**Run 1: metal 1**

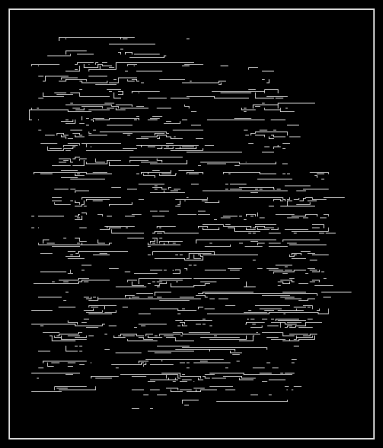
**Run 1: M2 wires**

Scale bar: 20 µm.
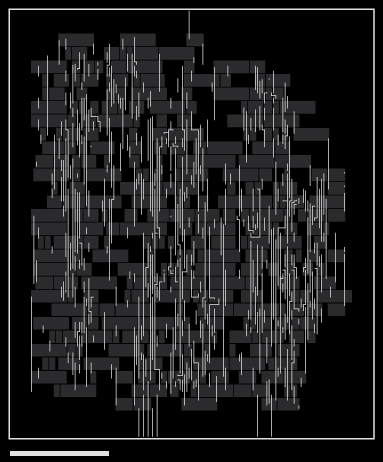
**Run 1: the metal 3 layer**

Scale bar: 20 µm.
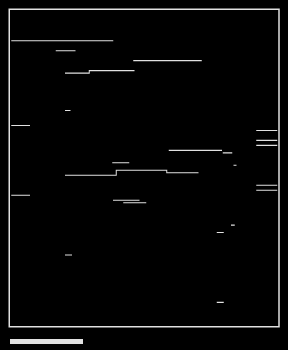
==> config.mk <==
export PLATFORM = sky130hd
export DESIGN_NAME = ps2_move_decoder_flat
export DESIGN_NICKNAME = d
export VERILOG_FILES = /design/src/rtl/ps2_move_decoder_pkg.sv /design/src/rtl/ps2_move_decoder_if.sv /design/src/rtl/ps2_move_decoder_rx.sv /design/src/rtl/ps2_move_decoder.sv /design/src/flat_wrapper.sv
export SDC_FILE = /design/constraint.sdc
export NUM_CORES = 1
export LEC_CHECK = 0
export CAP_MARGIN = 0
export CORE_ASPECT_RATIO = 1.2
export CORE_MARGIN = 4
export CORE_UTILIZATION = 55
export DETAILED_ROUTE_END_ITERATION = 10
export GPL_ROUTABILITY_DRIVEN = 1
export PLACE_DENSITY = 0.76
export SKIP_LAST_GASP = 1
export SLEW_MARGIN = 25
export SYNTH_ARGS = -nofsm -noshare
export SYNTH_HDL_FRONTEND = slang
export SYNTH_SLANG_ARGS = --single-unit
==> constraint.sdc <==
create_clock -name clk -period 2.75 [get_ports clk]
set_input_delay 0.825 -clock clk [delete_from_list [all_inputs] [get_ports clk]]
set_output_delay 0.825 -clock clk [all_outputs]
set_load 0.005 [all_outputs]
==> reports/metrics.csv, run 1 <==
stage,metric,value,unit
global_route,initial antenna violation count,0,
outcome,status,"complete, no violations",
cells_and_area,area delta synth->final,14.6,%
timing,"Setup violations, final",0,
yosys,Adders+Majority by Area,8.92,%
global_route,total gr overflow,0,
clocking,TritonCTS clock tree,built,
place,Cells after DPL,387,
yosys,post-synth design cell area,0.00281,mm²
yosys,synthesized instance count,316,
clocking,H-tree depth,3,
yosys,Largest type area fraction,42.8,%
routing,Met2 Wirelength,2360,µm
routing,Vias/cell,5.30,
global_route,number of global-route vias before repair,2034,
clocking,CTS Buf Count,9,
timing,Setup WS post-layout,0.511,ns
timing,Max Fclk,0.447,GHz
timing,unrepaired setup endpoints after global routing,no,
yosys,area fraction in mux cells,3.21,%
timing,final cycle utilization of the critical path,81.4,%
## Picture notes: 'metal 1'
wire length on this layer: 2,180 µm
longest straight run: 22.5 µm
total wire length: 4850 µm
met1 Track Usage GR: 21.0%

## Picture notes: 'M2 wires'
main direction: vertical
share of all routed wire: 49%
GRT met2 Usage: 28.7%
via count: 2,130

## Picture notes: 'the metal 3 layer'
nets with wire on the layer: 16
longest straight run: 27.6 µm
wire length on this layer: 186 µm
main direction: horizontal
share of all routed wire: 3.8%
met3 Use GR: 4.99%

==> run 1: layer usage <==
metal	vias up	track usage, %
met4	0	8.89
met2	33	28.7
met3	10	4.99
met1	975	21.0
met5	-	0
li1	1112	-
==> run 1: worst max-delay path, stage by stage, from the launching register on <==
cell and delay [ns]:
dfxtp_1 0.44, inv_1 0.09, ha_1 0.31, xor2_1 0.25, xnor2_1 0.19, nor2_2 0.54, mux2i_1 0.26, nor2_1 0.05
==> run 1: cells in the mapped netlist (4+ instances only) <==
| cell | instances |
|---|---|
| dfxtp_1 | 60 |
| nor2_1 | 51 |
| nand2_1 | 37 |
| ha_1 | 20 |
| nand3_1 | 16 |
| inv_1 | 14 |
| a21oi_1 | 13 |
| xnor2_1 | 13 |
| xor2_1 | 13 |
| mux2i_1 | 9 |
| nand4_1 | 7 |
| nor3_1 | 7 |
| or2_2 | 5 |
| clkbuf_1 | 4 |
==> run 1: cell families (layout without fill, tap and decap cells) <==
group,count (synthesis),count (layout)
buffers and inverters,23,49
AND/OR/NAND/NOR,147,147
XOR/XNOR,27,27
AND-OR/OR-AND,30,30
multiplexers,9,9
adder cells (fa/ha/maj),20,20
flip-flops,60,60
==> run 1: metrics by stage <==
stage | area [µm²] | total power, W | util [%]
final | 3220 | 0.00165 | 65.1
after global routing | 3220 | 0.00172 | 65.1
after CTS | 3210 | 0.00167 | 65.1
after detailed placement | 3020 | 0.000915 | 61.2
after global placement | 3020 | 0.000915 | 61.2
after floorplan | 2810 | 0.000907 | -
==> run 1: cell type report <==
class	instances	area, µm²	share of cell area (%)
clock inverter	5	52.6	1.63
clock buffer	10	138	4.28
sequential	60	1200	37.3
inverter	14	52.6	1.63
timing repair buffer	20	188	5.83
tap	60	75.1	2.33
multi-input combinational	233	1510	46.9
==> run 1: cell usage in the layout, fill, tap and decap left out, drive strengths merged, types with 2 or more instances in the layout <==
cell type      synthesis  layout
a21oi                 13      13
xor2                  13      13
nand3                 16      16
o2bb2ai                2       2
nand4                  7       7
clkinv                 0       3
nand2                 37      37
a32o                   2       2
nor4                   2       2
nand2b                 3       3
nor3                   8       8
nor2b                  2       2
and4                   3       3
nor2                  51      51
inv                   14      14
or3                    3       3
clkbuf                 4      10
clkdlybuf4s50          0      15
buf                    5       5
or2                    5       5
o21a                   2       2
mux2i                  9       9
dfxtp                 60      60
ha                    20      20
and3                   3       3
xnor2                 13      13
a211o                  3       3
==> run 1: where the power goes <==
part	total (W)	switching, W	internal, W
Clock	0.000757	0.000324	0.000432
Combinational	0.0000216	0.0000121	0.00000950
Sequential	0.000874	0.00000162	0.000873
==> run 1 -> run 2 <==
--- a/config.mk
+++ b/config.mk
@@ -8,10 +8,10 @@
 export CAP_MARGIN = 0
 export CORE_ASPECT_RATIO = 1.2
 export CORE_MARGIN = 4
-export CORE_UTILIZATION = 55
+export CORE_UTILIZATION = 53
 export DETAILED_ROUTE_END_ITERATION = 10
 export GPL_ROUTABILITY_DRIVEN = 1
-export PLACE_DENSITY = 0.76
+export PLACE_DENSITY = 0.77
 export SKIP_LAST_GASP = 1
 export SLEW_MARGIN = 25
 export SYNTH_ARGS = -nofsm -noshare
==> constraint.sdc (replaced) <==
create_clock -name clk -period 1.95 [get_ports clk]
set_input_delay 0.585 -clock clk [delete_from_list [all_inputs] [get_ports clk]]
set_output_delay 0.585 -clock clk [all_outputs]
set_load 0.005 [all_outputs]
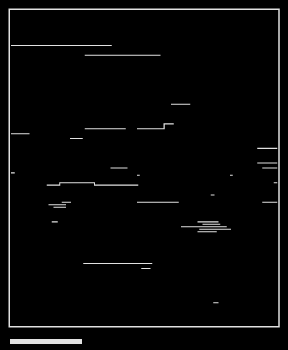
**Above:** run 2 (the metal 3 layer).
Scale bar: 20 µm.
main direction: horizontal
longest straight run: 27.6 µm
share of all routed wire: 3.8%
nets with wire on the layer: 21
wire length on this layer: 217 µm
met3 Use GR: 6.89%
total wire length: 5740 µm

==> run 2 against run 1 <==
  * The run now ends with setup timing left
  * Cell area rose by 11%
  * Core utilization rose by 5.8 points
  * Non-clock buffer count rose by 26
  * Largest cell class unchanged
  * Die size rose by 3.4%
  * Highest routed layer unchanged
  * Clock power rose by 53%
  * Sequential power rose by 41%
  * First-iteration DRC count fell by 49%
==> reports/metrics.csv, run 2 <==
stage,metric,value,unit
global_route,total gr overflow,0,
global_route,largest net degree at the start of global routing,19,
timing,Max Fclk,0.498,GHz
power_and_ir_drop,Tot Pwr,0.00242,W
yosys,top cells by count,"60 x dfxtp_1, 51 x nor2_1, 37 x nand2_1, 20 x ha_1, 16 x nand3_1",
timing,Setup WS post-layout,-0.0576,ns
yosys,Synth top cell by count,dfxtp_1,
cells_and_area,most frequent cells in the layout,"52 x dfxtp_1, 51 x nor2_1, 37 x nand2_1",
floorplan,chip area,0.00653,mm²
outcome,failing checks,setup timing,
timing,unrepaired setup endpoints after global routing,yes,
cells_and_area,"Core Util, Final",70.9,%
worst_setup_path,CP max stage cell,dfxtp_4,
clocking,CTS Buf Count,9,
outcome,status,"finished, violations left",
routing,Vias/cell,5.30,
global_route,number of global-route vias before repair,2278,
cells_and_area,most frequent logic cell in the layout,dfxtp_1,
clocking,TritonCTS clock tree,built,
worst_setup_path,worst-path cell chain,"inv_1, ha_1, a22o_1, a211o_1, xnor2_1, o211ai_1, o2bb2ai_2, a32o_1",
timing,"Setup violations, final",2,
routing,via count,2262,
yosys,post-synth design cell area,0.00281,mm²
timing,final cycle utilization of the critical path,103,%
yosys,ys async rst share,0,%
yosys,synthesized instance count,316,
clocking,H-tree depth,3,
yosys,"EDFF count, synth",0,
yosys,Largest type area fraction,42.8,%
worst_setup_path,kind of critical path,reg -> reg,
worst_setup_path,Max stage delay on crit path,0.36,ns
-- run 2: stage by stage --
stage,std cells,cell area [µm²]
3_5_place_dp,409,3240
4_1_cts,426,3490
5_1_grt,427,3580
6_report,427,3580
3_3_place_gp,409,3240
2_1_floorplan,316,2830
-- run 2: kinds of logic after synthesis --
family                   after synthesis  synth area share, %
XOR/XNOR                              27                 8.92
AND-OR/OR-AND                         30                 7.53
flip-flops                            60                 42.8
buffers and inverters                 23                 3.48
adder cells (fa/ha/maj)               20                 8.92
multiplexers                           9                 3.21
AND/OR/NAND/NOR                      147                 25.1
-- run 2: power by group --
part | internal (W) | switching (W) | total, W
Combinational | 0.0000163 | 0.0000174 | 0.0000337
Clock | 0.000715 | 0.000442 | 0.00116
Sequential | 0.00123 | 0.00000238 | 0.00123
-- run 2: area by class of cell --
class	instances	area (µm²)
Clock buffer	13	179
Clock inverter	1	30.0
Fill cell	369	1470
Inverter	14	52.6
Multi-Input combinational cell	233	1610
Sequential cell	60	1220
Tap cell	60	75.1
Timing Repair Buffer	46	412
-- run 2: metal layers --
metal | track usage, % | vias to the layer above | part of all wire (%)
met5 | 0 | - | 0
met4 | 8.25 | 0 | 2.0
met3 | 6.89 | 12 | 3.8
met2 | 33.4 | 45 | 53
met1 | 21.3 | 1046 | 41
li1 | - | 1159 | -
-- run 2: critical path: cells and delay by family (launching register included) --
kind	cells	cell delay, ns
buffers and inverters	1	0.06
adders and majority gates	1	0.24
DFF	1	0.36
AOI/OAI and AO/OA	5	1.04
xor gates and xnor gates	1	0.19
-- run 2: repair_timing --
action,in CTS,in global routing
cloned,0,0
buffers inserted,3,1
resized,6,19
setup endpoints to repair,4,34
pin swaps,4,6
Power figures rest on the tool's default switching activity, not on a simulated workload.
